Fig. 1: placed cells, one color a class
Scale: 3 px per um.
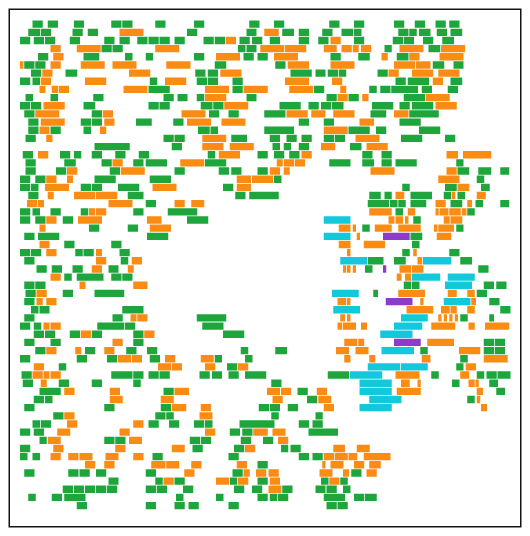
Fig. 2: met3 routing
Scale: 2 px per um. Cells faint in the background.
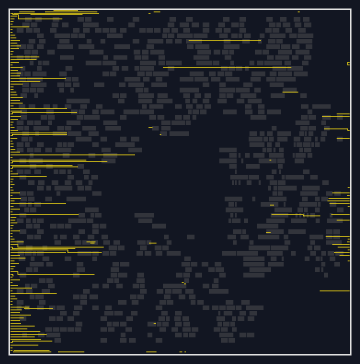
Fig. 3: wire density map
Scale: 2 px per um. The die is cut into 34 by 34 equal tiles; dark purple is low, yellow is high, scaled to the fullest tile. Values are wire area over tile area, all layers added.
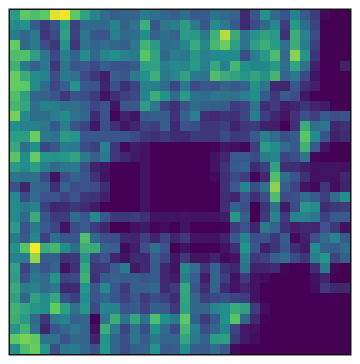
Fig. 4: sizing map
Scale: 1.5 px per um.
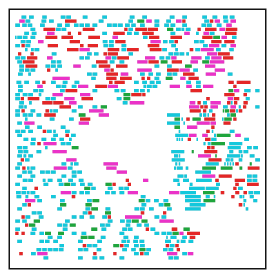
## config.mk

```make
export PLATFORM = sky130hd
export DESIGN_NAME = fu_arbiter_flat
export DESIGN_NICKNAME = d
export VERILOG_FILES = /design/src/rtl/fu_arbiter_if.sv /design/src/rtl/fu_arbiter.sv /design/src/flat_wrapper.sv
export SDC_FILE = /design/constraint.sdc
export NUM_CORES = 1
export LEC_CHECK = 0
export ABC_AREA = 0
export CAP_MARGIN = 25
export CORE_AREA = 3 3 167 169
export DETAILED_ROUTE_END_ITERATION = 10
export DIE_AREA = 0 0 170 172
export MAX_ROUTING_LAYER = met4
export PLACE_DENSITY_LB_ADDON = 0.05
export SKIP_LAST_GASP = 1
export SLEW_MARGIN = 20
export SYNTH_ARGS = -nofsm -noshare
export SYNTH_HDL_FRONTEND = slang
export SYNTH_SLANG_ARGS = --single-unit
```

## constraint.sdc

```tcl
create_clock -name clk -period 2.5 [get_ports clk]
set_input_delay 0.25 -clock clk [delete_from_list [all_inputs] [get_ports clk]]
set_output_delay 0.25 -clock clk [all_outputs]
set_load 0.03 [all_outputs]
```

## src/rtl/fu_arbiter_if.sv

```systemverilog
// Handshake bundle between requesters, the shared functional unit and the response side
// of fu_arbiter. The arbiter connects through the slave modport.
interface fu_arbiter_if #(
  parameter int DATA_WIDTH = 32,
  parameter int NUM_REQ    = 4,
  parameter int TAG_DEPTH  = 4
);
  localparam int CNT_W = $clog2(TAG_DEPTH) + 1;

  logic [NUM_REQ*DATA_WIDTH-1:0] req_din_1;
  logic [NUM_REQ*DATA_WIDTH-1:0] req_din_2;
  logic [NUM_REQ*4-1:0]          req_alu_sel;
  logic [NUM_REQ-1:0]            req_v;
  logic [NUM_REQ-1:0]            req_r;

  logic [DATA_WIDTH-1:0]         fu_din_1;
  logic [DATA_WIDTH-1:0]         fu_din_2;
  logic [3:0]                    fu_alu_sel;
  logic                          fu_din_v;
  logic                          fu_feedback;
  logic                          fu_din_r;

  logic [DATA_WIDTH-1:0]         fu_dout;
  logic                          fu_dout_v;
  logic                          fu_dout_r;

  logic [DATA_WIDTH-1:0]         rsp_dout;
  logic [NUM_REQ-1:0]            rsp_v;
  logic [NUM_REQ-1:0]            rsp_r;

  logic [CNT_W-1:0]              outstanding;
  logic                          err_orphan;

  modport slave (
    input  req_din_1, req_din_2, req_alu_sel, req_v, fu_din_r, fu_dout, fu_dout_v, rsp_r,
    output req_r, fu_din_1, fu_din_2, fu_alu_sel, fu_din_v, fu_feedback, fu_dout_r,
           rsp_dout, rsp_v, outstanding, err_orphan
  );

  modport master (
    output req_din_1, req_din_2, req_alu_sel, req_v, fu_din_r, fu_dout, fu_dout_v, rsp_r,
    input  req_r, fu_din_1, fu_din_2, fu_alu_sel, fu_din_v, fu_feedback, fu_dout_r,
           rsp_dout, rsp_v, outstanding, err_orphan
  );
endinterface

```

## src/rtl/fu_arbiter.sv

```systemverilog
// Round-robin arbiter sharing one functional unit between NUM_REQ requesters; a tag FIFO
// remembers who issued each operation so in-order results are routed back to the owner.
module fu_arbiter #(
  parameter int DATA_WIDTH = 32,
  parameter int NUM_REQ    = 4,
  parameter int TAG_DEPTH  = 4
) (
  input  logic         clk,
  input  logic         rst_n,
  fu_arbiter_if.slave  bus
);
  localparam int IDX_W = $clog2(NUM_REQ);
  localparam int PTR_W = $clog2(TAG_DEPTH);
  localparam int CNT_W = PTR_W + 1;

  typedef logic [IDX_W-1:0] idx_t;
  typedef enum logic {ARB_FREE, ARB_LOCKED} arbState_e;

  arbState_e        state_q, state_d;
  idx_t             rrPtr_q, rrPtr_d;
  idx_t             lockIdx_q, lockIdx_d;
  idx_t             tagMem_q [TAG_DEPTH];
  logic [PTR_W-1:0] wrPtr_q, rdPtr_q;
  logic [CNT_W-1:0] count_q, count_d;
  logic             errOrphan_q;

  idx_t             candIdx, grantIdx, headTag, probe;
  logic [31:0]      probeSum;
  logic             candFound, fifoFull, fifoEmpty, issueValid, push, pop;

  // Scan downward so the requester closest to rrPtr wins without needing a break.
  always_comb begin
    candFound = 1'b0;
    candIdx   = '0;
    probe     = '0;
    probeSum  = '0;
    for (int k = NUM_REQ - 1; k >= 0; k--) begin
      probeSum = (32'(rrPtr_q) + 32'(k)) % 32'(NUM_REQ);
      probe    = idx_t'(probeSum);
      if (bus.req_v[probe]) begin
        candFound = 1'b1;
        candIdx   = probe;
      end
    end
  end

  assign grantIdx   = (state_q == ARB_LOCKED) ? lockIdx_q : candIdx;
  assign fifoFull   = (count_q == CNT_W'(TAG_DEPTH));
  assign fifoEmpty  = (count_q == '0);
  assign issueValid = rst_n && ((state_q == ARB_LOCKED) || candFound) && !fifoFull;
  assign push       = issueValid && bus.fu_din_r;
  assign headTag    = tagMem_q[rdPtr_q];
  assign pop        = !fifoEmpty && bus.fu_dout_v && bus.rsp_r[headTag];

  // A stalled grant is held until the FU accepts it, so operands never switch mid-offer.
  always_comb begin
    state_d   = state_q;
    lockIdx_d = lockIdx_q;
    rrPtr_d   = rrPtr_q;
    case (state_q)
      ARB_FREE: begin
        if (issueValid && !bus.fu_din_r) begin
          state_d   = ARB_LOCKED;
          lockIdx_d = grantIdx;
        end
      end
      ARB_LOCKED: begin
        if (push) state_d = ARB_FREE;
      end
      default: state_d = ARB_FREE;
    endcase
    if (push) rrPtr_d = (grantIdx == idx_t'(NUM_REQ - 1)) ? '0 : grantIdx + idx_t'(1);
    count_d = count_q + CNT_W'(push) - CNT_W'(pop);
  end

  always_comb begin
    bus.fu_din_1   = '0;
    bus.fu_din_2   = '0;
    bus.fu_alu_sel = '0;
    bus.req_r      = '0;
    bus.rsp_v      = '0;
    bus.fu_dout_r  = 1'b1;
    if (issueValid) begin
      bus.fu_din_1        = bus.req_din_1[32'(grantIdx) * DATA_WIDTH +: DATA_WIDTH];
      bus.fu_din_2        = bus.req_din_2[32'(grantIdx) * DATA_WIDTH +: DATA_WIDTH];
      bus.fu_alu_sel      = bus.req_alu_sel[32'(grantIdx) * 4 +: 4];
      bus.req_r[grantIdx] = bus.fu_din_r;
    end
    // With no tag outstanding the result has no owner and is simply accepted and dropped.
    if (!fifoEmpty) begin
      bus.rsp_v[headTag] = bus.fu_dout_v;
      bus.fu_dout_r      = bus.rsp_r[headTag];
    end
  end

  assign bus.fu_din_v    = issueValid;
  assign bus.fu_feedback = 1'b0;
  assign bus.rsp_dout    = bus.fu_dout;
  assign bus.outstanding = count_q;
  assign bus.err_orphan  = errOrphan_q;

  always_ff @(posedge clk or negedge rst_n) begin
    if (!rst_n) begin
      state_q     <= ARB_FREE;
      lockIdx_q   <= '0;
      rrPtr_q     <= '0;
      wrPtr_q     <= '0;
      rdPtr_q     <= '0;
      count_q     <= '0;
      errOrphan_q <= 1'b0;
    end else begin
      state_q   <= state_d;
      lockIdx_q <= lockIdx_d;
      rrPtr_q   <= rrPtr_d;
      count_q   <= count_d;
      if (push) wrPtr_q <= wrPtr_q + PTR_W'(1);
      if (pop)  rdPtr_q <= rdPtr_q + PTR_W'(1);
      if (bus.fu_dout_v && fifoEmpty) errOrphan_q <= 1'b1;
    end
  end

  always_ff @(posedge clk) begin
    if (push) tagMem_q[wrPtr_q] <= grantIdx;
  end
endmodule

```

## src/flat_wrapper.sv

```systemverilog
// flat-port wrapper written by rule: the top's interface ports become plain ports
module fu_arbiter_flat 
#(
  parameter int DATA_WIDTH = 32,
  parameter int NUM_REQ    = 4,
  parameter int TAG_DEPTH  = 4
)
  (clk, rst_n, bus_req_din_1, bus_req_din_2, bus_req_alu_sel, bus_req_v, bus_fu_din_r, bus_fu_dout, bus_fu_dout_v, bus_rsp_r, bus_req_r, bus_fu_din_1, bus_fu_din_2, bus_fu_alu_sel, bus_fu_din_v, bus_fu_feedback, bus_fu_dout_r, bus_rsp_dout, bus_rsp_v, bus_outstanding, bus_err_orphan);
  fu_arbiter_if #(.DATA_WIDTH(DATA_WIDTH), .NUM_REQ(NUM_REQ), .TAG_DEPTH(TAG_DEPTH)) bus_i ();
  input  logic clk;
  input  logic rst_n;
  input wire logic [$bits(bus_i.req_din_1)-1:0] bus_req_din_1;
  input wire logic [$bits(bus_i.req_din_2)-1:0] bus_req_din_2;
  input wire logic [$bits(bus_i.req_alu_sel)-1:0] bus_req_alu_sel;
  input wire logic [$bits(bus_i.req_v)-1:0] bus_req_v;
  input wire logic [$bits(bus_i.fu_din_r)-1:0] bus_fu_din_r;
  input wire logic [$bits(bus_i.fu_dout)-1:0] bus_fu_dout;
  input wire logic [$bits(bus_i.fu_dout_v)-1:0] bus_fu_dout_v;
  input wire logic [$bits(bus_i.rsp_r)-1:0] bus_rsp_r;
  output wire logic [$bits(bus_i.req_r)-1:0] bus_req_r;
  output wire logic [$bits(bus_i.fu_din_1)-1:0] bus_fu_din_1;
  output wire logic [$bits(bus_i.fu_din_2)-1:0] bus_fu_din_2;
  output wire logic [$bits(bus_i.fu_alu_sel)-1:0] bus_fu_alu_sel;
  output wire logic [$bits(bus_i.fu_din_v)-1:0] bus_fu_din_v;
  output wire logic [$bits(bus_i.fu_feedback)-1:0] bus_fu_feedback;
  output wire logic [$bits(bus_i.fu_dout_r)-1:0] bus_fu_dout_r;
  output wire logic [$bits(bus_i.rsp_dout)-1:0] bus_rsp_dout;
  output wire logic [$bits(bus_i.rsp_v)-1:0] bus_rsp_v;
  output wire logic [$bits(bus_i.outstanding)-1:0] bus_outstanding;
  output wire logic [$bits(bus_i.err_orphan)-1:0] bus_err_orphan;
  assign bus_i.req_din_1 = bus_req_din_1;
  assign bus_i.req_din_2 = bus_req_din_2;
  assign bus_i.req_alu_sel = bus_req_alu_sel;
  assign bus_i.req_v = bus_req_v;
  assign bus_i.fu_din_r = bus_fu_din_r;
  assign bus_i.fu_dout = bus_fu_dout;
  assign bus_i.fu_dout_v = bus_fu_dout_v;
  assign bus_i.rsp_r = bus_rsp_r;
  assign bus_req_r = bus_i.req_r;
  assign bus_fu_din_1 = bus_i.fu_din_1;
  assign bus_fu_din_2 = bus_i.fu_din_2;
  assign bus_fu_alu_sel = bus_i.fu_alu_sel;
  assign bus_fu_din_v = bus_i.fu_din_v;
  assign bus_fu_feedback = bus_i.fu_feedback;
  assign bus_fu_dout_r = bus_i.fu_dout_r;
  assign bus_rsp_dout = bus_i.rsp_dout;
  assign bus_rsp_v = bus_i.rsp_v;
  assign bus_outstanding = bus_i.outstanding;
  assign bus_err_orphan = bus_i.err_orphan;
  fu_arbiter #(.DATA_WIDTH(DATA_WIDTH), .NUM_REQ(NUM_REQ), .TAG_DEPTH(TAG_DEPTH)) u_core (.clk(clk), .rst_n(rst_n), .bus(bus_i));
endmodule
```

==> reports/results.tsv <==
metric	value	unit
swShare	45.0	%
cp-end-kind	output port	
rows	60	
largest_area_cell	mux2i_1	
fp_nets	712	
gr-usage-met2	29.2	%
arrival	2.42	ns
hold-worst-slack	0.351	ns
grt_antenna_before_repair	1	
wl_met3	1600	um
cp.required	2.25	ns
post-route-worst-setup-slack	-0.166	ns
finalCritPeriodShare	107	%
die_h	172	um
tap_cells	341	
firstDrtPassIters	4	
flop_cell	dfrtp_1	
power_leakage	3.70	nW
cpPeakStageDelay	0.44	ns
synth_flops	21	
synth_chip_area	3660	um^2
largest_register_ff_count	8	
logic_family	multiplexers	
routabilityCongestion	0.834	
r2r_slack	0.09	ns
wl_met2	13800	um
grt_max_degree	27	
edf_count	8	
crit_type	reg -> out	
nets	1104	
nFillCells	2697	
pg_seq	0.000642	W
p_int	0.00613	W
antenna_left	0	
rsz0062_at_grt	true	
outcome	finished with violations	
warnings	34	
fp.dieW	170	um
post-dp-hpwl	20000	um
grtUsageMet1	16.9	%
largest_register	u_core.tagMem_q	
critPathMaxFanout	10	
ir_drop	0.362	mV
logic_gates	288	
mux_area_share	40.4	%
layout_top_cell	clkdlybuf4s50_1	
post-route-drc-count	0	
skew	0.00609	ns
cts_buffers	3	
violations	negative setup slack	
cts_max_level	1	
pg_clk	0.000335	W
totalNegativeSetupSlack	-8.07	ns
busiest_layer	met2	
grt_overflow	0	
critPathBufInv	4	
synth_top_area_share	38.3	%
port_buffers	365	
logic_area	3600	um^2
comb_area_share	37.2	%
cts_tree	done	
top_cells_by_area	mux2i_1, buf_4, dfrtp_1	
setup_viol	68	
power_frac_comb	91.2	%
clock_latency	0.25	ns
path_delay_family	buffers and inverters	
timing.rr.end	u_core.bus.outstanding[2]$_DFF_PN0_	
drive_above_1_share	38.1	%
core_util_floorplan	13.7	%
chipArea	29200	um^2
drt-met1-wl	8710	um
synthArstFlopShare	61.9	%
inverters	10	
## Picture notes: Fig. 1
color	class	cells
purple	clock drivers and dummy loads	4
cyan	sequential cells	21
green	remaining buffers and delay cells	453
orange	combinational and other logic	298
final instance area: 9660 um^2
flop share of the area: 5.89%

## Picture notes: Fig. 2
main direction	horizontal
wire length on this layer	1600 um
Post-Route WL: 24400 um
via count: 4658
met3 usage: 3.82%

## Picture notes: Fig. 3
nearly empty tiles	16%
fullest tile	0.49
mean over tiles	0.13
tiles over half the peak	14%
emptiest ninth of the die	middle
wire per inst: 21.8 um
gr usage total: 15.6%

## Picture notes: Fig. 4
color	size	cells	share
green	_2 cells	54	7.0%
magenta	_6 and larger	86	11%
red	_3 and _4 cells	156	20%
cyan	_0 and _1 cells	480	62%
final setup margin: -0.166 ns
Non-CTS buffers: 453
Syn-to-layout area delta: 164%

-- how the worst max path moves through the flow --
| stage | to | slack (ns) | cells after the start |
|---|---|---|---|
| floorplan | bus_fu_din_1[10] | 0.03 | 7 |
| global placement | bus_fu_din_2[31] | -0.37 | 9 |
| detailed placement | bus_fu_din_2[31] | -0.37 | 9 |
| CTS | bus_fu_din_2[14] | -0.17 | 9 |
| global route | bus_fu_din_2[14] | -0.25 | 9 |
| finish | bus_fu_din_2[18] | -0.17 | 9 |
-- through the flow --
stage,cells,setup slack (ns),utilization [%],instance area [um^2]
finish,1119,-0.166,36.1,9660
global route,1118,-0.249,36.1,9660
CTS,1108,-0.170,34.6,9240
detailed placement,1073,-0.368,29.3,7830
global placement,1073,-0.370,29.3,7830
floorplan,385,0.0257,-,3660
Power and IR drop assume default switching activity.
